==> config.mk <==
export PLATFORM = sky130hd
export DESIGN_NAME = sccb_slave
export DESIGN_NICKNAME = d
export VERILOG_FILES = /design/src/rtl/sccb_slave.sv
export SDC_FILE = /design/constraint.sdc
export NUM_CORES = 1
export LEC_CHECK = 0
export CORE_MARGIN = 2
export CORE_UTILIZATION = 50
export DETAILED_ROUTE_END_ITERATION = 6
export PLACE_DENSITY_LB_ADDON = 0.2
export SLEW_MARGIN = 10
export SYNTH_ARGS = -nofsm -noshare
export SYNTH_HDL_FRONTEND = slang
export SYNTH_SLANG_ARGS = --single-unit
==> constraint.sdc <==
create_clock -name clk -period 2.11 [get_ports clk]
set_input_delay 0.422 -clock clk [delete_from_list [all_inputs] [get_ports clk]]
set_output_delay 0.422 -clock clk [all_outputs]
set_load 0.01 [all_outputs]
==> src/rtl/sccb_slave.sv <==
// SCCB target: oversamples the 2-wire bus on clk, decodes ID / sub-address / data,
// acknowledges its own ID and exposes write strobes and read fetches to a register file.
module sccb_slave #(
    parameter logic [6:0] DEV_ID = 7'h3C
) (
    input  logic       clk,
    input  logic       rstn,
    input  logic       sccb_clk,
    input  logic       sccb_data_in,
    output logic       sccb_data_out,
    output logic       sccb_data_en,
    output logic [7:0] RegAddr,
    output logic [7:0] RegWData,
    output logic       RegWr,
    input  logic [7:0] RegRData,
    output logic       Busy
);

    typedef enum logic [2:0] {
        ST_IDLE, ST_ID, ST_SUB, ST_WDATA, ST_RDATA, ST_IGNORE, ST_WAITSTOP
    } state_t;

    logic c_meta_r, c_sync_r, c_prev_r;
    logic d_meta_r, d_sync_r, d_prev_r;
    logic rise_s, fall_s, start_s, stop_s;
    logic [7:0] byte_s;

    state_t     state_r, state_s;
    logic [3:0] bit_cnt_r, bit_cnt_s;
    logic [7:0] shift_r, shift_s;
    logic       rw_r, rw_s;
    logic       slot_r, slot_s;
    logic       en_r, en_s;
    logic       out_r, out_s;
    logic [7:0] addr_r, addr_s;
    logic [7:0] wdata_r, wdata_s;
    logic       wr_r, wr_s;
    logic       busy_r, busy_s;

    // Two-flop synchronizers plus one history stage; idle bus level is high.
    always_ff @(posedge clk or negedge rstn) begin
        if (!rstn) begin
            c_meta_r <= 1'b1; c_sync_r <= 1'b1; c_prev_r <= 1'b1;
            d_meta_r <= 1'b1; d_sync_r <= 1'b1; d_prev_r <= 1'b1;
        end else begin
            c_meta_r <= sccb_clk;     c_sync_r <= c_meta_r; c_prev_r <= c_sync_r;
            d_meta_r <= sccb_data_in; d_sync_r <= d_meta_r; d_prev_r <= d_sync_r;
        end
    end

    assign rise_s  = !c_prev_r &  c_sync_r;
    assign fall_s  =  c_prev_r & !c_sync_r;
    assign start_s =  c_prev_r &  c_sync_r &  d_prev_r & !d_sync_r;
    assign stop_s  =  c_prev_r &  c_sync_r & !d_prev_r &  d_sync_r;
    assign byte_s  = {shift_r[6:0], d_sync_r};

    // State and datapath registers.
    always_ff @(posedge clk or negedge rstn) begin
        if (!rstn) begin
            state_r <= ST_IDLE; bit_cnt_r <= 4'd0; shift_r <= 8'h00; rw_r <= 1'b0;
            slot_r <= 1'b0; en_r <= 1'b0; out_r <= 1'b1; addr_r <= 8'h00;
            wdata_r <= 8'h00; wr_r <= 1'b0; busy_r <= 1'b0;
        end else begin
            state_r <= state_s; bit_cnt_r <= bit_cnt_s; shift_r <= shift_s; rw_r <= rw_s;
            slot_r <= slot_s; en_r <= en_s; out_r <= out_s; addr_r <= addr_s;
            wdata_r <= wdata_s; wr_r <= wr_s; busy_r <= busy_s;
        end
    end

    // Next-state logic; slot_r marks the ack (or read reload) slot that ends on the next fall.
    always_comb begin
        state_s = state_r; bit_cnt_s = bit_cnt_r; shift_s = shift_r; rw_s = rw_r;
        slot_s = slot_r; en_s = en_r; out_s = out_r; addr_s = addr_r;
        wdata_s = wdata_r; wr_s = 1'b0; busy_s = busy_r;
        if (stop_s) begin
            state_s = ST_IDLE; busy_s = 1'b0; en_s = 1'b0; out_s = 1'b1;
            slot_s = 1'b0; bit_cnt_s = 4'd0;
        end else if (start_s) begin
            state_s = ST_ID; busy_s = 1'b1; en_s = 1'b0; out_s = 1'b1;
            slot_s = 1'b0; bit_cnt_s = 4'd0;
        end else begin
            case (state_r)
                ST_ID, ST_SUB, ST_WDATA: begin
                    if (rise_s) begin
                        if (bit_cnt_r == 4'd8) begin
                            bit_cnt_s = 4'd0;
                        end else begin
                            shift_s   = byte_s;
                            bit_cnt_s = bit_cnt_r + 4'd1;
                            if (bit_cnt_r == 4'd7) begin
                                case (state_r)
                                    ST_ID: begin
                                        if (byte_s[7:1] == DEV_ID) rw_s = byte_s[0];
                                        else                       state_s = ST_IGNORE;
                                    end
                                    ST_SUB:   addr_s = byte_s;
                                    ST_WDATA: begin wdata_s = byte_s; wr_s = 1'b1; end
                                    default:  wr_s = 1'b0;
                                endcase
                            end else begin
                                wr_s = 1'b0;
                            end
                        end
                    end else if (fall_s) begin
                        if (slot_r) begin
                            slot_s = 1'b0; en_s = 1'b0; out_s = 1'b1;
                            case (state_r)
                                ST_ID: begin
                                    if (rw_r) begin
                                        state_s = ST_RDATA; shift_s = RegRData;
                                        en_s = 1'b1; out_s = RegRData[7];
                                    end else begin
                                        state_s = ST_SUB;
                                    end
                                end
                                ST_SUB:   state_s = ST_WDATA;
                                ST_WDATA: addr_s = addr_r + 8'd1;
                                default:  state_s = state_r;
                            endcase
                        end else if (bit_cnt_r == 4'd8) begin
                            slot_s = 1'b1; en_s = 1'b1; out_s = 1'b0;
                        end else begin
                            slot_s = 1'b0;
                        end
                    end else begin
                        wr_s = 1'b0;
                    end
                end
                ST_RDATA: begin
                    if (rise_s) begin
                        if (bit_cnt_r == 4'd8) begin
                            if (d_sync_r) begin
                                state_s = ST_WAITSTOP;
                            end else begin
                                bit_cnt_s = 4'd0; addr_s = addr_r + 8'd1; slot_s = 1'b1;
                            end
                        end else begin
                            bit_cnt_s = bit_cnt_r + 4'd1;
                        end
                    end else if (fall_s) begin
                        if (slot_r) begin
                            slot_s = 1'b0; shift_s = RegRData; en_s = 1'b1; out_s = RegRData[7];
                        end else if (bit_cnt_r == 4'd8) begin
                            en_s = 1'b0; out_s = 1'b1;
                        end else if (bit_cnt_r != 4'd0) begin
                            shift_s = {shift_r[6:0], 1'b1}; out_s = shift_r[6];
                        end else begin
                            out_s = out_r;
                        end
                    end else begin
                        wr_s = 1'b0;
                    end
                end
                default: begin
                    en_s = 1'b0; out_s = 1'b1;
                end
            endcase
        end
    end

    assign sccb_data_out = out_r;
    assign sccb_data_en  = en_r;
    assign RegAddr       = addr_r;
    assign RegWData      = wdata_r;
    assign RegWr         = wr_r;
    assign Busy          = busy_r;

endmodule

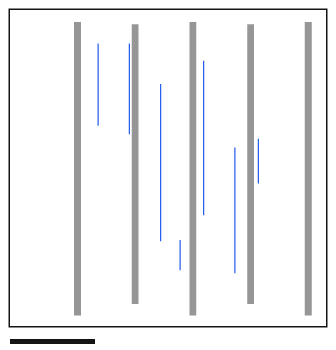
**Above:** metal 4.
Scale bar: 20 um. Supply wires on this layer in grey.
nets with wire on the layer: 6
main direction: vertical
wire length on this layer: 159 um
drt total wl: 6450 um
total via count in the routed design: 2200

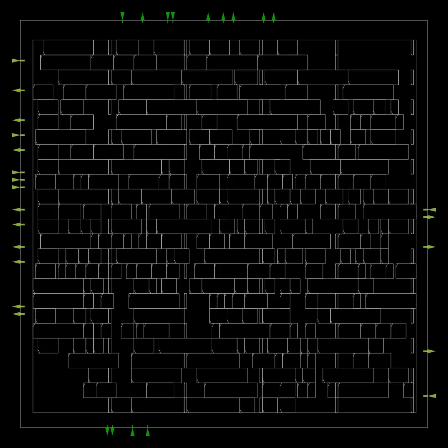
**Above:** cell outlines without signal wires.
flip-flop and latch count: 42
sequential share of cell area: 0.308

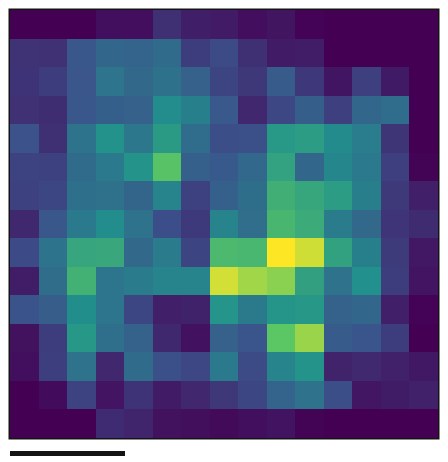
**Above:** wiring heat map.
Scale bar: 20 um. 15 x 15 tiles, from dark purple (low) to yellow (high), scaled to the fullest tile. Values are wire area over tile area, all layers added.
emptiest ninth of the die: top right
tiles over half the peak: 14%
densest ninth of the die: middle
total routing resource utilization after global routing: 0.243
WL per Instance: 17.0 um

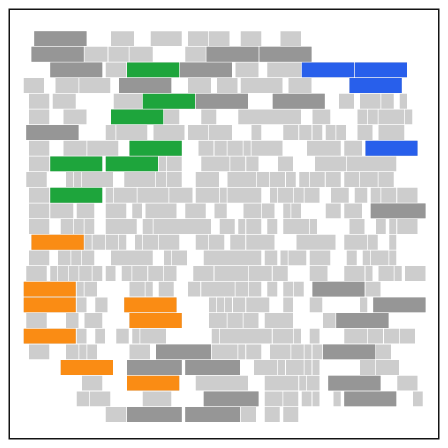
**Above:** register map, names as in the netlist.
Other sequential cells in the stronger grey, the rest of the logic in the fainter grey.
legend:
  green:
    netlist_name: shift_r
    sequential_cells: 7
  blue:
    netlist_name: bit_cnt_r
    sequential_cells: 4
    where: top right
  orange:
    netlist_name: RegAddr
    sequential_cells: 8
not coloured: 23
post-layout util: 0.723
power dissipated in sequential cells: 1.31 mW

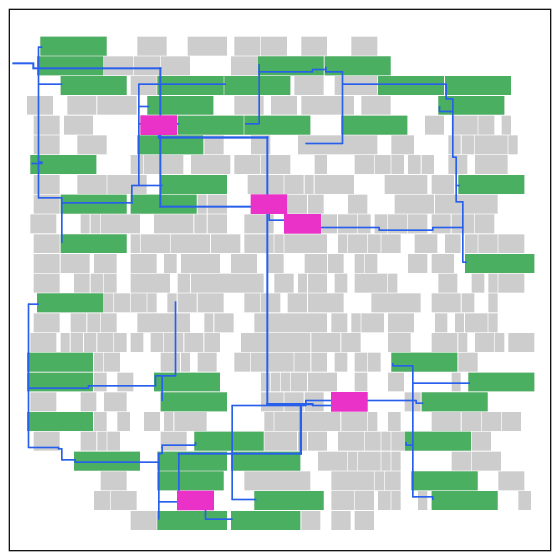
**Above:** clock network drawn from the DEF.
legend:
  blue:
    item: clock wires
    length: 522 um
  magenta:
    item: clock drivers
    count: 5
  green:
    item: flip-flops
    count: 42
flops lie: all over the die
routed clock nets: 6
Clk. pwr: 0.633 mW
Clock Skews: 7.89 ps

==> impl_results.html <==
<h2>Implementation results</h2>
<table>
<tr><th>Metric</th><th>Value</th></tr>
<tr><th colspan="2">Run status</th></tr>
<tr><td>Result of the run</td><td>completed</td></tr>
<tr><th colspan="2">Logic synthesis</th></tr>
<tr><td>Post-synth net total</td><td>around 260</td></tr>
<tr><td>Sequential cell area fraction in the yosys report</td><td>0.429</td></tr>
<tr><td>Yosys warns</td><td>0</td></tr>
<tr><td>Largest type area fraction</td><td>0.354</td></tr>
<tr><td>Adder-cell share of the synthesized area</td><td>0.0304</td></tr>
<tr><td>Compound-gate portion of the synthesized area</td><td>0.205</td></tr>
<tr><td>Proportion of synthesized flip-flops having asynchronous set or reset</td><td>1.00</td></tr>
<tr><td>Distinct lib cells used</td><td>between 60 and 70</td></tr>
<tr><td>Dominant combinational cell family by area after synthesis</td><td>AND-OR/OR-AND gates</td></tr>
<tr><td>EDFF count, synth</td><td>0</td></tr>
<tr><td>Syn Inst Count</td><td>between 200 and 250</td></tr>
<tr><td>Most instantiated library cell after synthesis</td><td>sky130_fd_sc_hd__dfrtp_1</td></tr>
<tr><td>Number of cells in Yosys stat</td><td>245</td></tr>
<tr><th colspan="2">Global route</th></tr>
<tr><td>Met1 Track Usage GR</td><td>0.318</td></tr>
<tr><td>Vias in the first global route</td><td>~2100</td></tr>
<tr><td>GR Util met2</td><td>0.405</td></tr>
<tr><td>Met3 GRT Util</td><td>0.0447</td></tr>
<tr><td>Top Usage Layer GRT</td><td>met2</td></tr>
<tr><th colspan="2">Final timing</th></tr>
<tr><td>Total count of max-transition violations in the final report</td><td>0</td></tr>
<tr><td>Worst Max-Slew Pin Slew</td><td>a little under 500 ps</td></tr>
<tr><td>Maximum clock frequency</td><td>between 400 and 500 MHz</td></tr>
<tr><th colspan="2">Worst setup path</th></tr>
<tr><td>Worst path arrival time</td><td>2250 ps</td></tr>
<tr><td>Worst r2r src</td><td>shift_r[1]$_DFFE_PN0P_</td></tr>
<tr><td>Destination of the worst register-to-register timing path</td><td>state_r[0]$_DFFE_PN0P_</td></tr>
<tr><td>Worst R2R Path Depth</td><td>5</td></tr>
<tr><td>CP Class</td><td>reg2reg</td></tr>
<tr><td>Worst setup EP type</td><td>register</td></tr>
<tr><td>Worst setup SP type</td><td>register</td></tr>
<tr><th colspan="2">Clock tree</th></tr>
<tr><td>Buffer depth of the longest clock path</td><td>2</td></tr>
<tr><td>TritonCTS clock tree</td><td>yes</td></tr>
<tr><td>Setup Buffers After CTS</td><td>0</td></tr>
<tr><th colspan="2">Power</th></tr>
<tr><td>Top contributor to total power</td><td>combinational logic</td></tr>
<tr><td>Power density over the cells</td><td>approximately 1200 nW/um2</td></tr>
<tr><td>Sequential share of power</td><td>0.311</td></tr>
<tr><td>Clock network fraction of total power</td><td>0.150</td></tr>
<tr><td>IR drop worst, VDD</td><td>approximately 0.8 mV</td></tr>
<tr><td>Static Leak</td><td>1.45 nW</td></tr>
<tr><td>Power Combinational</td><td>2.27 mW</td></tr>
<tr><td>Switching Share</td><td>0.378</td></tr>
<tr><th colspan="2">Routing</th></tr>
<tr><td>Number of antenna-violating nets in the routed design</td><td>0</td></tr>
<tr><td>Via density</td><td>a little under 6</td></tr>
<tr><td>Metal2 WL</td><td>approximately 3200 um</td></tr>
<tr><td>Length of routed met3 wiring</td><td>about 330 um</td></tr>
<tr><td># DRC</td><td>0</td></tr>
<tr><th colspan="2">Final layout</th></tr>
<tr><td>Count of plain and timing-repair buffers in the layout</td><td>72</td></tr>
<tr><td>Layout cell share with drive strength beyond 1</td><td>0.351</td></tr>
<tr><td>Layout-stage area growth over the synthesis result</td><td>39.0%</td></tr>
<tr><td>Final Instance Count excl. Fillers</td><td>about 380</td></tr>
<tr><td>Number of diodes</td><td>0</td></tr>
<tr><td>Post-route cell area</td><td>~3400 um2</td></tr>
<tr><th colspan="2">Floorplanning</th></tr>
<tr><td>Die area</td><td>5520 um2</td></tr>
<tr><td>Num rows</td><td>25</td></tr>
<tr><th colspan="2">Run</th></tr>
<tr><td>Count of tool warnings</td><td>31</td></tr>
<tr><th colspan="2">Place</th></tr>
<tr><td>Placed wire-length estimate</td><td>approximately 4600 um</td></tr>
</table>
==> critical path, stage by stage (launching register included) <==
cell                       delay (ps)
sky130_fd_sc_hd__dfrtp_1          390
sky130_fd_sc_hd__or4b_2           680
sky130_fd_sc_hd__o211ai_1         290
sky130_fd_sc_hd__nand4_1          130
sky130_fd_sc_hd__nand2_1          120
sky130_fd_sc_hd__mux2_2           350
==> stage by stage <==
stage                     setup WS (ps)  utilization  power [mW]  setup TNS, ps
after global routing              -20.3        0.723        4.47          -78.8
after floorplan                   -2.58            -        2.46          -18.1
after detailed placement          -27.7        0.652        3.25          -34.5
after CTS                          8.69        0.679        3.92              0
after global placement            -17.7        0.652        3.22           -120
final                              37.5        0.723        4.22              0
Power and IR drop assume default switching activity.
